### config.mk
export PLATFORM = sky130hd
export DESIGN_NAME = regfile_wb_arbiter
export DESIGN_NICKNAME = d
export VERILOG_FILES = /design/src/rtl/regfile_pkg.sv /design/src/rtl/wb_prio_arb.sv /design/src/rtl/regfile_wb_arbiter.sv
export SDC_FILE = /design/constraint.sdc
export NUM_CORES = 1
export LEC_CHECK = 0
export ABC_CLOCK_PERIOD_IN_PS = 2600
export CORE_MARGIN = 1
export CORE_UTILIZATION = 29
export CTS_CLUSTER_DIAMETER = 150
export DETAILED_ROUTE_END_ITERATION = 6
export GPL_TIMING_DRIVEN = 1
export PLACE_DENSITY_LB_ADDON = 0.05
export SKIP_LAST_GASP = 1
export SYNTH_ARGS = -nofsm -noshare
export SYNTH_HDL_FRONTEND = slang
export SYNTH_SLANG_ARGS = --single-unit
export TNS_END_PERCENT = 100
### constraint.sdc
create_clock -name clk -period 2.6 [get_ports clk]
set_input_delay 0.39 -clock clk [delete_from_list [all_inputs] [get_ports clk]]
set_output_delay 0.39 -clock clk [all_outputs]
set_load 0.005 [all_outputs]
### src/rtl/regfile_pkg.sv
// Shared widths, the register-0 index and the grant encoding used by the
// writeback arbiter and its priority sub-block.
package regfile_pkg;

  localparam int DATA_W_DEF = 32;
  localparam int ADDR_W_DEF = 5;
  localparam int ZERO_REG   = 0;

  typedef enum logic [1:0] {
    GNT_NONE = 2'd0,
    GNT_A    = 2'd1,
    GNT_B    = 2'd2
  } gnt_e;

endpackage

### src/rtl/wb_prio_arb.sv
// Fixed-priority grant between the two writeback requesters, with a
// starvation counter that hands priority to B after repeated refusals.
module wb_prio_arb
  import regfile_pkg::*;
#(
  parameter int STARVE_LIMIT = 4
) (
  input  logic clk,
  input  logic rst,
  input  logic a_req_i,
  input  logic b_req_i,
  input  logic b_sunk_i,
  output gnt_e gnt_o,
  output logic boost_o
);

  localparam logic [3:0] LIMIT = 4'(STARVE_LIMIT);

  logic [3:0] cnt_q, cnt_d;
  logic       boost_q, boost_d;
  logic       b_acc;
  gnt_e       gnt;

  always_comb begin
    gnt = GNT_NONE;
    if (boost_q) begin
      if (b_req_i)      gnt = GNT_B;
      else if (a_req_i) gnt = GNT_A;
    end else begin
      if (a_req_i)      gnt = GNT_A;
      else if (b_req_i) gnt = GNT_B;
    end
  end

  // Any B acceptance, including a sunk register-0 write, ends the starvation run.
  assign b_acc = b_sunk_i || (gnt == GNT_B);

  always_comb begin
    cnt_d = cnt_q;
    if (b_acc)
      cnt_d = 4'd0;
    else if (b_req_i && (cnt_q != LIMIT))
      cnt_d = cnt_q + 4'd1;
    boost_d = !b_acc && (cnt_d == LIMIT);
  end

  always_ff @(posedge clk or posedge rst) begin
    if (rst) begin
      cnt_q   <= 4'd0;
      boost_q <= 1'b0;
    end else begin
      cnt_q   <= cnt_d;
      boost_q <= boost_d;
    end
  end

  assign gnt_o   = gnt;
  assign boost_o = boost_q;

endmodule

### src/rtl/regfile_wb_arbiter.sv
// Shares the register file's single write port between ALU (A) and load (B)
// writebacks, stages the granted write and forwards it onto both read ports.
module regfile_wb_arbiter
  import regfile_pkg::*;
#(
  parameter int DATA_W       = DATA_W_DEF,
  parameter int ADDR_W       = ADDR_W_DEF,
  parameter int STARVE_LIMIT = 4,
  parameter int ZERO_PROTECT = 1
) (
  input  logic              clk,
  input  logic              rst,
  input  logic              a_valid,
  output logic              a_ready,
  input  logic [ADDR_W-1:0] a_reg,
  input  logic [DATA_W-1:0] a_data,
  input  logic              b_valid,
  output logic              b_ready,
  input  logic [ADDR_W-1:0] b_reg,
  input  logic [DATA_W-1:0] b_data,
  output logic              regWrite,
  output logic [ADDR_W-1:0] writeReg,
  output logic [DATA_W-1:0] writeData,
  input  logic [ADDR_W-1:0] readReg1,
  input  logic [ADDR_W-1:0] readReg2,
  input  logic [DATA_W-1:0] rf_data1,
  input  logic [DATA_W-1:0] rf_data2,
  output logic [DATA_W-1:0] fwd_data1,
  output logic [DATA_W-1:0] fwd_data2,
  output logic              b_boost
);

  localparam logic [ADDR_W-1:0] ZERO_IDX = ADDR_W'(ZERO_REG);
  localparam logic              ZP_EN    = (ZERO_PROTECT != 0);

  logic a_sunk, b_sunk, a_req, b_req, boost;
  gnt_e gnt;

  logic              regWrite_q, regWrite_d;
  logic [ADDR_W-1:0] writeReg_q, writeReg_d;
  logic [DATA_W-1:0] writeData_q, writeData_d;

  // Register-0 writes are swallowed at the handshake and never reach arbitration.
  assign a_sunk = ZP_EN && (a_reg == ZERO_IDX);
  assign b_sunk = ZP_EN && (b_reg == ZERO_IDX);
  assign a_req  = a_valid && !a_sunk;
  assign b_req  = b_valid && !b_sunk;

  wb_prio_arb #(
    .STARVE_LIMIT(STARVE_LIMIT)
  ) u_arb (
    .clk     (clk),
    .rst     (rst),
    .a_req_i (a_req),
    .b_req_i (b_req),
    .b_sunk_i(b_valid && b_sunk),
    .gnt_o   (gnt),
    .boost_o (boost)
  );

  assign a_ready = (a_valid && a_sunk) || (gnt == GNT_A);
  assign b_ready = (b_valid && b_sunk) || (gnt == GNT_B);

  always_comb begin
    regWrite_d  = 1'b0;
    writeReg_d  = writeReg_q;
    writeData_d = writeData_q;
    unique case (gnt)
      GNT_A: begin
        regWrite_d  = 1'b1;
        writeReg_d  = a_reg;
        writeData_d = a_data;
      end
      GNT_B: begin
        regWrite_d  = 1'b1;
        writeReg_d  = b_reg;
        writeData_d = b_data;
      end
      default: ;
    endcase
  end

  always_ff @(posedge clk or posedge rst) begin
    if (rst) begin
      regWrite_q  <= 1'b0;
      writeReg_q  <= '0;
      writeData_q <= '0;
    end else begin
      regWrite_q  <= regWrite_d;
      writeReg_q  <= writeReg_d;
      writeData_q <= writeData_d;
    end
  end

  assign regWrite  = regWrite_q;
  assign writeReg  = writeReg_q;
  assign writeData = writeData_q;
  assign b_boost   = boost;

  logic [ADDR_W-1:0] rd_idx [2];
  logic [DATA_W-1:0] rd_raw [2];
  logic [DATA_W-1:0] rd_fwd [2];

  assign rd_idx[0] = readReg1;
  assign rd_idx[1] = readReg2;
  assign rd_raw[0] = rf_data1;
  assign rd_raw[1] = rf_data2;

  for (genvar gi = 0; gi < 2; gi++) begin : g_fwd
    logic hit;
    assign hit = regWrite_q && (writeReg_q == rd_idx[gi]) &&
                 !(ZP_EN && (rd_idx[gi] == ZERO_IDX));
    assign rd_fwd[gi] = hit ? writeData_q : rd_raw[gi];
  end

  assign fwd_data1 = rd_fwd[0];
  assign fwd_data2 = rd_fwd[1];

endmodule

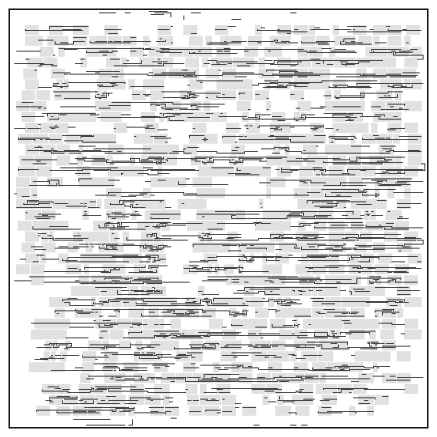
*M1 wires, run 1*
Scale: 4 px per um. Cells faint in the background.
wire length on this layer: 5,580 um
longest straight run: 35.4 um
share of all routed wire: 42%

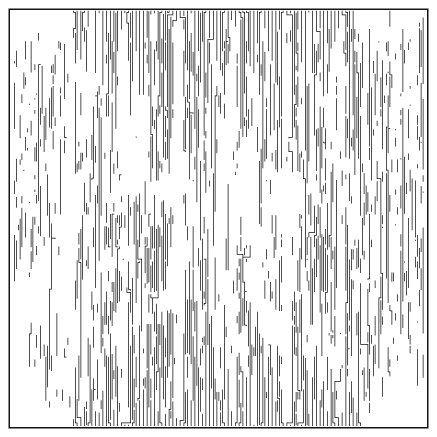
*Signal wires on met2, run 1*
Scale: 4 px per um.
nets with wire on the layer: 669
longest straight run: 48.3 um
main direction: vertical
share of all routed wire: 53%
wire length on this layer: 7,110 um
routed wire length: 13,400 um
routed vias: 3,512
GR Util met2: 41.8%

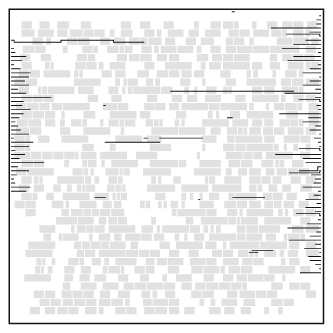
*Metal 3, run 1*
Scale: 3 px per um. Cells faint in the background.
nets with wire on the layer: 107
share of all routed wire: 4.4%
main direction: horizontal
longest straight run: 40.9 um
wire length on this layer: 589 um
Global Route met3 Usage: 3.57%

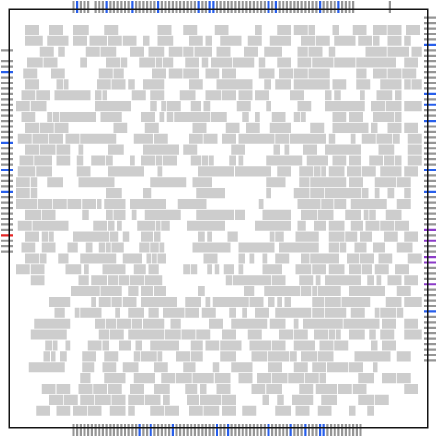
*Pin placement, run 1*
Scale: 4 px per um. Pins as bars across the die edge, other pins in grey.
[`b_valid`] red | pins: 1 | direction: input | edge: left
[`fwd_data2`] blue | pins: 32 | direction: output | edge: 11 top, 10 bottom, 7 right, 4 left
[`writeReg`] purple | pins: 5 | direction: output | edge: right
all pins by edge: 79 bottom, 77 top, 64 right, 37 left

==> datasheet_impl.txt, run 1 <==
Implementation parameters

Parameter                              Value

Outcome
  Outcome    complete, but fails checks
  Violations in the final reports    negative setup slack

Placed design
  Cell count after placement    694
  Count of input and output buffers    256
  DPL Wire Length    9460 um
  Placer Congestion    0.873
  Standard cell area after detailed placement    5910 sq um

Critical path
  Max stage delay cell, worst path    sky130_fd_sc_hd__dfrtp_2
  Worst endpoint required time    2.21 ns
  Ordered cell list for the critical path    buf_6, xnor2_4, nand2_2, a211oi_4, buf_6, buf_6, buf_6, buf_6, buf_6, mux2_4, buf_6
  Kind of end point of the critical path    primary output
  Worst Path Max Fanout    4
  CP Data Arrival Time    2.39 ns
  Critical Setup Path Class    flip-flop to primary output
  Largest stage delay on the critical path    0.46 ns
  Category of cells accounting for the largest share of critical-path delay    buffers and inverters
  Kind of launch point of the worst setup path    flip-flop
  Buffers and inverters on the worst path    7

Power
  Static leakage    2.87 nW
  Peak ir drop on the vdd network    0.262 mV
  Cell area power density    548 nW/um^2
  Overall Power    3.58 mW

Cells and area
  Final Instance Count excl. Fillers    745
  Finished Cell Area    6540 sq um
  Ratio of cells with drive above 1 in the final layout    33.8%
  Net count of the finished layout    767
  Growth of design area from synthesis to finish    116%
  Antenna diode instance count    0

Global route
  Number of antenna violations at the first check in global routing    0
  Vias in the first global route    3,616
  Residual overflow from global routing    0
  Total track usage    22.6%
  Wire length of the first global-routing pass    19,400 um
  Pin count of the biggest net entering global routing    50

Logic synthesis
  Yosys warning count    0
  Seq share, synth    35.5%
  Mean Syn Cell Area    10.0 sq um
  Number of enable-type register cells in the synthesized netlist    0
  Area share, top type    35.5%
  Ranking of synthesized cells by instance count    sky130_fd_sc_hd__mux2_2 (59), sky130_fd_sc_hd__dfrtp_1 (43), sky130_fd_sc_hd__nand2_1 (43)
  Post-synth design cell area    3030 sq um
  Share of flip-flops with an asynchronous set or reset after synthesis    100%
  Post-synth area hogs    sky130_fd_sc_hd__dfrtp_1 (35%), sky130_fd_sc_hd__mux2_2 (22%), sky130_fd_sc_hd__mux2i_1 (12%), sky130_fd_sc_hd__o21ai_0 (6.4%), sky130_fd_sc_hd__nand2_1 (5.3%)
  Cells after Synth    302
  Flop and latch count out of synthesis    43
  Yosys cell count    302
  Chip area estimate from yosys synthesis    3030 sq um
  Dominant cell type by area after synthesis    sky130_fd_sc_hd__dfrtp_1
  Primary flip-flop cell chosen by synthesis mapping    sky130_fd_sc_hd__dfrtp_1
  Yosys top cell by instances    sky130_fd_sc_hd__mux2_2
  Net Count, Synth    458

Clock tree
  CTS resizes    115
  Number of buffers inserted during clock tree synthesis    5
  CTS Hold Buffers Added    0
  Deepest clock path buffer count    2
  Post-CTS Setup Inserts    21
  TritonCTS clock tree    done
  Worst-Skew Late Latency    0.30 ns
  Worst-path clk slew    0.08 ns
  Number of clock sinks    43
  Clock Root Buffer    sky130_fd_sc_hd__clkbuf_8

Detailed routing
  Per-cell via count in the routed design    4.71
  Residual DRC    0
  DRT Pass-1 Iters    4
  Average routed wire per standard cell    18.0 um
  Number of DRC violations after detailed-routing iteration 0    120
  Detail Route Antenna Nets    0

STA
  Final tally of max-slew violations    0
  Cycle use final    107%
  Count of final setup violators    33
  Number of failing hold endpoints at the final stage    0
  Unrepaired setup endpoints after global routing    true
  Max-slew headroom at the worst pin    53.4%
  Final setup margin    -0.175 ns
  Slew at the pin with the worst max-slew slack    0.690 ns
  Min cycle time layout    2.78 ns
  Achievable frequency    360 MHz
  Total negative setup slack    -2.29 ns
  Final worst clock skew    0.00411 ns

Flow run
  Tool Warnings    30
  Maximum Capacitance Violations    0

Floorplan
  Die X    104 um
  Row count    36
  Total die area    10,900 sq um
  I/O pins    257
  Floorplan core area    9950 sq um
  Initial core utilization    30.5%

Worst hold path
  Path category of the worst min-delay check    input port to async pin
[run 1: metrics by stage]
step / util [%] / hold slack, ns / worst slack, ns
after floorplan: - / 0.504 / 0.0213
after global placement: 59.4 / 0.515 / -0.428
after detailed placement: 59.4 / 0.518 / -0.447
after CTS: 62.7 / 0.366 / -0.235
after global routing: 65.7 / 0.385 / -0.264
final: 65.7 / 0.359 / -0.175
[run 1: flip-flops by register name, indices dropped and copies added, names as in the netlist]
register       flops
u_arb.cnt_q        4
writeReg           5
regWrite           1
writeData         32
u_arb.boost_o      1
[run 1: final timing paths]
kind / slack (ns) / to / cells after the start / from
setup / recovery: -0.18 / fwd_data2[9] / 11 / writeReg[1]
hold / removal: 0.36 / writeData[2] / 2 / rst
setup reg to reg: 0.74 / u_arb.cnt_q[1] / 5 / u_arb.cnt_q[0]
hold reg to reg: 0.55 / writeData[13] / 2 / writeData[13]
max in group asynchronous: 1.70 / writeReg[0] / 3 / rst
min in group clk: 0.55 / writeData[13] / 2 / writeData[13]
[run 1: cells by family (layout without fill, tap and decap cells)]
kind of cell / count (synthesis) / after routing / synth area share (%)
DFF: 43 / 43 / 35.5
muxes: 101 / 101 / 36.0
adders and majority gates: 4 / 4 / 1.65
buffers and inverters: 26 / 336 / 3.59
AOI/OAI and AO/OA: 58 / 58 / 12.0
and+or+nand+nor: 61 / 61 / 8.70
xor gates and xnor gates: 9 / 9 / 2.60
[run 1: cell usage in the layout (no fill, tap or decap), types with 5 or more instances in the layout]
cell	instances
sky130_fd_sc_hd__buf_12	5
sky130_fd_sc_hd__buf_4	30
sky130_fd_sc_hd__buf_6	32
sky130_fd_sc_hd__clkbuf_2	41
sky130_fd_sc_hd__clkbuf_8	5
sky130_fd_sc_hd__clkdlybuf4s15_1	6
sky130_fd_sc_hd__clkdlybuf4s50_1	175
sky130_fd_sc_hd__dfrtp_1	39
sky130_fd_sc_hd__dlygate4sd2_1	15
sky130_fd_sc_hd__dlymetal6s2s_1	9
sky130_fd_sc_hd__inv_1	6
sky130_fd_sc_hd__mux2_2	28
sky130_fd_sc_hd__mux2_4	32
sky130_fd_sc_hd__mux2i_1	37
sky130_fd_sc_hd__nand2_1	41
sky130_fd_sc_hd__nor2_1	5
sky130_fd_sc_hd__o21ai_0	38
sky130_fd_sc_hd__xnor2_1	6
[run 1: power breakdown]
group | internal (mW) | leakage (nW) | total (mW) | switching [mW]
combinational | 1.21 | 2.30 | 1.91 | 0.702
sequential | 0.917 | 0.523 | 1.24 | 0.322
clock | 0.189 | 0.0422 | 0.425 | 0.236
[run 1: cell type report]
class,instances,area (sq um)
fill,866,3420
timing repair buffer,321,3100
multi-input combinational,233,2080
sequential,43,1080
tap,133,166
clock buffer,7,76.3
inverter,7,26.3
clock inverter,1,5.00
[run 1: metal layers]
layer	wire length, um	vias to the layer above	GRT usage (%)	share of wire (%)
li1	-	1698	-	-
met1	5580	1688	27.5	42
met2	7110	117	41.8	53
met3	589	9	3.57	4.4
met4	118	0	4.18	0.88
met5	0	-	0	0
==> run 2, diff against run 1 <==
ABC_CLOCK_PERIOD_IN_PS = 2400   (was 2600)
CAP_MARGIN = 20   (was unset)
clock period = 2.4 ns   (was 2.6 ns; I/O delays follow)
==> run 2 against run 1 <==
The run still ends with negative setup slack left. Largest cell class unchanged. Largest power group unchanged. Area after synthesis stayed put. Clock power is 23% higher. Wire length is 0.14% lower. Register-to-register slack worse by 0.02 ns.
==> datasheet_impl.txt, run 2 <==
Implementation parameters

Parameter                              Value

Outcome
  Outcome    complete, but fails checks
  Violations in the final reports    negative setup slack

Logic synthesis
  Yosys top cell by instances    sky130_fd_sc_hd__mux2_2
  Dominant cell type by area after synthesis    sky130_fd_sc_hd__dfrtp_1
  Area share, top type    35.5%
  Number of enable-type register cells in the synthesized netlist    0
  Mean Syn Cell Area    10.0 sq um
  Primary flip-flop cell chosen by synthesis mapping    sky130_fd_sc_hd__dfrtp_1
  Post-synth design cell area    3030 sq um
  Cells after Synth    302
  Seq share, synth    35.5%
  Ranking of synthesized cells by instance count    sky130_fd_sc_hd__mux2_2 (59), sky130_fd_sc_hd__dfrtp_1 (43), sky130_fd_sc_hd__nand2_1 (43)

Critical path
  Kind of end point of the critical path    primary output
  Critical Setup Path Class    flip-flop to primary output
  Number of cells traversed by the worst register-to-register path    6

Clock tree
  TritonCTS clock tree    done
  Number of buffers inserted during clock tree synthesis    5

STA
  Achievable frequency    369 MHz
  Unrepaired setup endpoints after global routing    true
  Cycle use final    113%
  Final tally of max-slew violations    0
  Count of final setup violators    64
  Fin Hold WS    0.491 ns
  Final setup margin    -0.308 ns
  Number of failing hold endpoints at the final stage    0
  Final worst clock skew    0.00927 ns
  Slew at the pin with the worst max-slew slack    0.583 ns

Placed design
  Placer Congestion    0.826
  Count of input and output buffers    256
  DPL Wire Length    8850 um

Floorplan
  I/O pins    257
  Total die area    10,900 sq um

Detailed routing
  Routed vias    3,491
  Number of DRC violations after detailed-routing iteration 0    115
  Routed wire length    13,400 um
  Per-cell via count in the routed design    4.65

Cells and area
  Ratio of cells with drive above 1 in the final layout    37.9%
  Antenna diode instance count    0
  Net count of the finished layout    772
  Leading cell type in the layout, fill and taps excluded    sky130_fd_sc_hd__clkdlybuf4s50_1

Power
  Fraction of power consumed by sequential logic    32.7%
  Peak ir drop on the vdd network    0.411 mV
  Fraction of power consumed by combinational cells    54.3%
  Cell area power density    605 nW/um^2
  Static leakage    2.89 nW
  Cell Int Power    2.65 mW

Global route
  Total track usage    22.7%
  Number of antenna violations at the first check in global routing    0
  Pin count of the biggest net entering global routing    44
  Wire length of the first global-routing pass    19,200 um

Worst hold path
  Path category of the worst min-delay check    input port to flip-flop
  Worst Hold Depth    3

Flow run
  Tool Warnings    30
## run 2: cell counts after synthesis
Identical to the previous run, type by type.
## run 2: critical path: stages, from the launching register on
cell	delay [ns]
sky130_fd_sc_hd__dfrtp_1	0.43
sky130_fd_sc_hd__buf_6	0.15
sky130_fd_sc_hd__xnor2_4	0.15
sky130_fd_sc_hd__nand3_2	0.11
sky130_fd_sc_hd__a211oi_4	0.28
sky130_fd_sc_hd__buf_6	0.16
sky130_fd_sc_hd__buf_16	0.10
sky130_fd_sc_hd__buf_8	0.12
sky130_fd_sc_hd__buf_12	0.11
sky130_fd_sc_hd__mux2_2	0.32
sky130_fd_sc_hd__clkbuf_2	0.11
## run 2: power by group through the flow
stage	clock, mW	combinational [mW]	sequential, mW
floorplan	0	0.691	1.26
global placement	0	1.86	1.30
detailed placement	0	1.89	1.32
CTS	0.532	2.01	1.31
global route	0.570	2.36	1.38
finish	0.524	2.20	1.32
## run 2: metal layers
| metal | track usage (%) | share of wire [%] |
|---|---|---|
| met4 | 3.47 | 0.76 |
| met2 | 41.8 | 54 |
| met5 | 0 | 0 |
| met1 | 28.1 | 41 |
| met3 | 3.63 | 4.3 |
## run 2: area by class of cell
cell class | instances | area [sq um]
Multi-Input combinational cell | 233 | 2120
Sequential cell | 43 | 1080
Clock buffer | 8 | 100
Tap cell | 133 | 166
Fill cell | 786 | 3270
Inverter | 7 | 26.3
Timing Repair Buffer | 326 | 3200
## run 2: what timing repair did
| item | CTS | global route |
|---|---|---|
| cloned | 4 | 1 |
| pin swaps | 8 | 14 |
| endpoints found under the setup margin | 106 | 73 |
| resized | 95 | 198 |
| buffers inserted | 19 | 31 |
## run 2: cells by family after synthesis
logic type	after synthesis	synth area share, %
AOI/OAI and AO/OA	58	12.0
xor gates and xnor gates	9	2.60
adders and majority gates	4	1.65
buffers and inverters	26	3.59
DFF	43	35.5
muxes	101	36.0
and+or+nand+nor	61	8.70
## run 2: worst paths after layout
kind / endpoint / from
min reg2reg: writeData[24] / writeData[24]
min in group asynchronous: writeData[29] / rst
max reg2reg: u_arb.boost_o / u_arb.boost_o
min: writeReg[1] / a_reg[1]
max: fwd_data2[24] / writeReg[0]
max in group asynchronous: writeReg[2] / rst
## run 2: per-stage QoR
stage                     util, %  setup WS [ns]  TNS, ns  instance area (sq um)
after floorplan                 -         0.0189        0                   3040
after global placement       59.3         -0.600   -49.38                   5910
after detailed placement     59.3         -0.625   -52.20                   5910
after CTS                    63.4         -0.439   -22.86                   6310
after global routing         67.2         -0.398   -17.42                   6690
final                        67.2         -0.308   -12.28                   6690
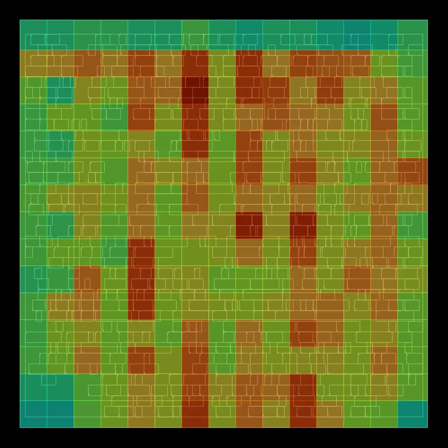
*Track usage over the die, run 2*
GR Util met2: 41.8%
met1 GRT Util: 28.1%
Global Route met3 Usage: 3.63%
average routed wire per standard cell: 17.8 um

==> run 3, diff against run 2 <==
--- a/config.mk
+++ b/config.mk
@@ -14,5 +14,4 @@
 export GPL_TIMING_DRIVEN = 1
 export PLACE_DENSITY_LB_ADDON = 0.05
-export SKIP_LAST_GASP = 1
 export SYNTH_ARGS = -nofsm -noshare
 export SYNTH_HDL_FRONTEND = slang
==> constraint.sdc (replaced) <==
create_clock -name clk -period 2.4 [get_ports clk]
set_input_delay 0.6 -clock clk [delete_from_list [all_inputs] [get_ports clk]]
set_output_delay 0.6 -clock clk [all_outputs]
set_load 0.005 [all_outputs]
==> run 3 against run 2 <==
The run still ends with negative setup slack left. Sequential power is essentially flat. Combinational power increased by 14%. Critical path depth fell by 1. First-iteration DRC count grew 0.87%. Utilization up 6.5 points. Final area increased by 9.7%. Non-clock buffer count increased by 7. Synthesized cell count did not move. Largest power group unchanged.
==> datasheet_impl.txt, run 3 <==
Implementation parameters

Parameter                              Value

Outcome
  Outcome    complete, but fails checks
  Violations in the final reports    negative setup slack

Detailed routing
  Routed wire length    14,600 um
  Routed vias    3,637
  DRT Pass-1 Iters    5
  Residual DRC    0
  Number of DRC violations after detailed-routing iteration 0    116
  Per-cell via count in the routed design    4.81
  Detail Route Antenna Nets    0

Cells and area
  Flip-flop count of the largest register after layout    32
  Growth of design area from synthesis to finish    142%
  Finished Cell Area    7340 sq um
  Finished Core Util    73.7%
  Leading cell type in the layout, fill and taps excluded    sky130_fd_sc_hd__clkdlybuf4s50_1
  Ratio of cells with drive above 1 in the final layout    41.7%

Power
  Peak ir drop on the vdd network    0.411 mV

Critical path
  Critical Setup Path Class    flip-flop to primary output
  R2r endpoint    u_arb.boost_o
  CP Data Arrival Time    2.34 ns
  Critical Path Sink    fwd_data2[21]
  Number of cells traversed by the worst register-to-register path    8
  Kind of launch point of the worst setup path    flip-flop
  Worst setup path startpoint    writeReg[2]
  Kind of end point of the critical path    primary output
  Worst Path Max Fanout    7
  Startpoint of the most critical register-to-register path    u_arb.boost_o
  Worst endpoint required time    1.80 ns
  FF-to-FF setup slack    0.54 ns

STA
  Final worst clock skew    0.00594 ns
  Fin Hold WS    0.555 ns
  Count of final setup violators    99
  Max-slew headroom at the worst pin    60.2%
  Total negative setup slack    -28.45 ns
  Cycle use final    123%
  Slew at the pin with the worst max-slew slack    0.590 ns
  Unrepaired setup endpoints after global routing    true
  Final setup margin    -0.545 ns
  Number of failing hold endpoints at the final stage    0

Logic synthesis
  Primary flip-flop cell chosen by synthesis mapping    sky130_fd_sc_hd__dfrtp_1
  Yosys top cell by instances    sky130_fd_sc_hd__mux2_2
  Post-synth design cell area    3030 sq um
  Area share, top type    35.5%
  Ranking of synthesized cells by instance count    sky130_fd_sc_hd__mux2_2 (59), sky130_fd_sc_hd__dfrtp_1 (43), sky130_fd_sc_hd__nand2_1 (43)
  Aoi/oai-family share of the synthesized area    12.0%
  Mean Syn Cell Area    10.0 sq um
  Net Count, Synth    458
  Yosys warning count    0
  Post-synth area hogs    sky130_fd_sc_hd__dfrtp_1 (35%), sky130_fd_sc_hd__mux2_2 (22%), sky130_fd_sc_hd__mux2i_1 (12%), sky130_fd_sc_hd__o21ai_0 (6.4%), sky130_fd_sc_hd__nand2_1 (5.3%)
  MUX area fraction    36.0%
  XOR-XNOR Cells, Area Fraction    2.60%
  Chip area estimate from yosys synthesis    3030 sq um
  Yosys cell count    302
  Number of enable-type register cells in the synthesized netlist    0

Clock tree
  Number of buffers inserted during clock tree synthesis    5
  Number of clock sinks    43
  TritonCTS clock tree    done
  Clock Root Buffer    sky130_fd_sc_hd__clkbuf_8
  Worst-Skew Late Latency    0.29 ns
  Deepest clock path buffer count    2

Floorplan
  Initial core utilization    30.5%
  Floorplan core area    9950 sq um
  I/O pins    257

Placed design
  Placer Congestion    0.819
  DPL Wire Length    8890 um
  Count of input and output buffers    256

Global route
  Number of antenna violations at the first check in global routing    0
  Residual overflow from global routing    0
  Pin count of the biggest net entering global routing    29
  Total track usage    26.1%
  Wire length of the first global-routing pass    22,000 um

Flow run
  Maximum Capacitance Violations    0
  Tool Warnings    31
-- run 3: worst min path at each step --
| stage | from | to | depth (start not counted) |
|---|---|---|---|
| final | writeData[2] | writeData[2] | 2 |
| after global routing | a_reg[1] | writeReg[1] | 3 |
| after CTS | writeData[2] | writeData[2] | 2 |
| after detailed placement | writeData[2] | writeData[2] | 2 |
| after global placement | writeData[17] | writeData[17] | 2 |
| after floorplan | writeData[31] | writeData[31] | 2 |
-- run 3: cell type report --
type	instances	area, sq um
clock buffers	6	82.6
clock inverters	1	5.00
fillers	714	2620
inverters	7	26.3
multi-input cells	233	2300
flip-flops and latches	43	1080
well taps	133	166
repair buffers	333	3670
-- run 3: logic make-up after synthesis --
family / Yosys count
and+or+nand+nor: 61
xor gates and xnor gates: 9
buffers and inverters: 26
adders and majority gates: 4
AOI/OAI and AO/OA: 58
DFF: 43
muxes: 101
-- run 3: metrics by stage --
step | std cells | power, mW | setup slack (ns)
3_5_place_dp | 698 | 3.22 | -1.01
4_1_cts | 767 | 4.24 | -0.494
6_report | 756 | 4.34 | -0.545
5_1_grt | 756 | 4.59 | -0.638
3_3_place_gp | 698 | 3.17 | -1.00
2_1_floorplan | 302 | 1.96 | -0.370
-- run 3: report_power, final --
part | internal (mW) | switching [mW]
Sequential | 0.992 | 0.355
Combinational | 1.61 | 0.900
Clock | 0.227 | 0.257
Total | 2.83 | 1.51
-- run 3: worst max-delay path, cell delays in order, from the launching register on --
cell	delay (ns)
sky130_fd_sc_hd__dfrtp_2	0.48
sky130_fd_sc_hd__xnor2_1	0.27
sky130_fd_sc_hd__nand3_2	0.15
sky130_fd_sc_hd__a211oi_4	0.19
sky130_fd_sc_hd__buf_6	0.17
sky130_fd_sc_hd__buf_12	0.12
sky130_fd_sc_hd__buf_16	0.14
sky130_fd_sc_hd__buf_12	0.11
sky130_fd_sc_hd__mux2_4	0.30
sky130_fd_sc_hd__buf_6	0.12
-- run 3: metal layers --
metal / GRT usage [%] / vias to the layer above / routed length [um]
met1: 32.1 / 1769 / 6010
met2: 47.1 / 130 / 7710
li1: - / 1724 / -
met3: 4.39 / 14 / 631
met5: 0 / - / 0
met4: 5.71 / 0 / 205
-- run 3: what timing repair did --
action                     in CTS  in global routing
setup endpoints to repair     107                104
hold buffers                    0                  0
gates cloned                   12                  0
gates resized                 524                 69
pin swaps                      27                 16
buffers inserted               51                  7
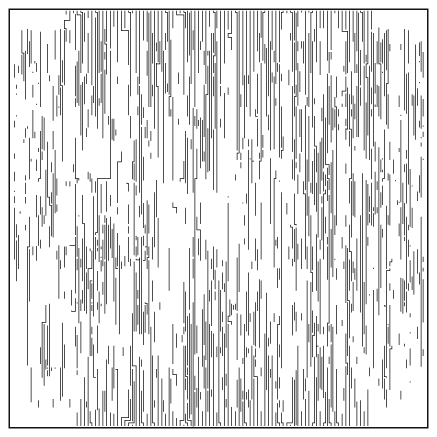
*Signal wires on met2, run 3*
Scale: 4 px per um.
share of all routed wire: 53%
wire length on this layer: 7,710 um

No activity file was given, so power comes from the tool's default toggle rates.
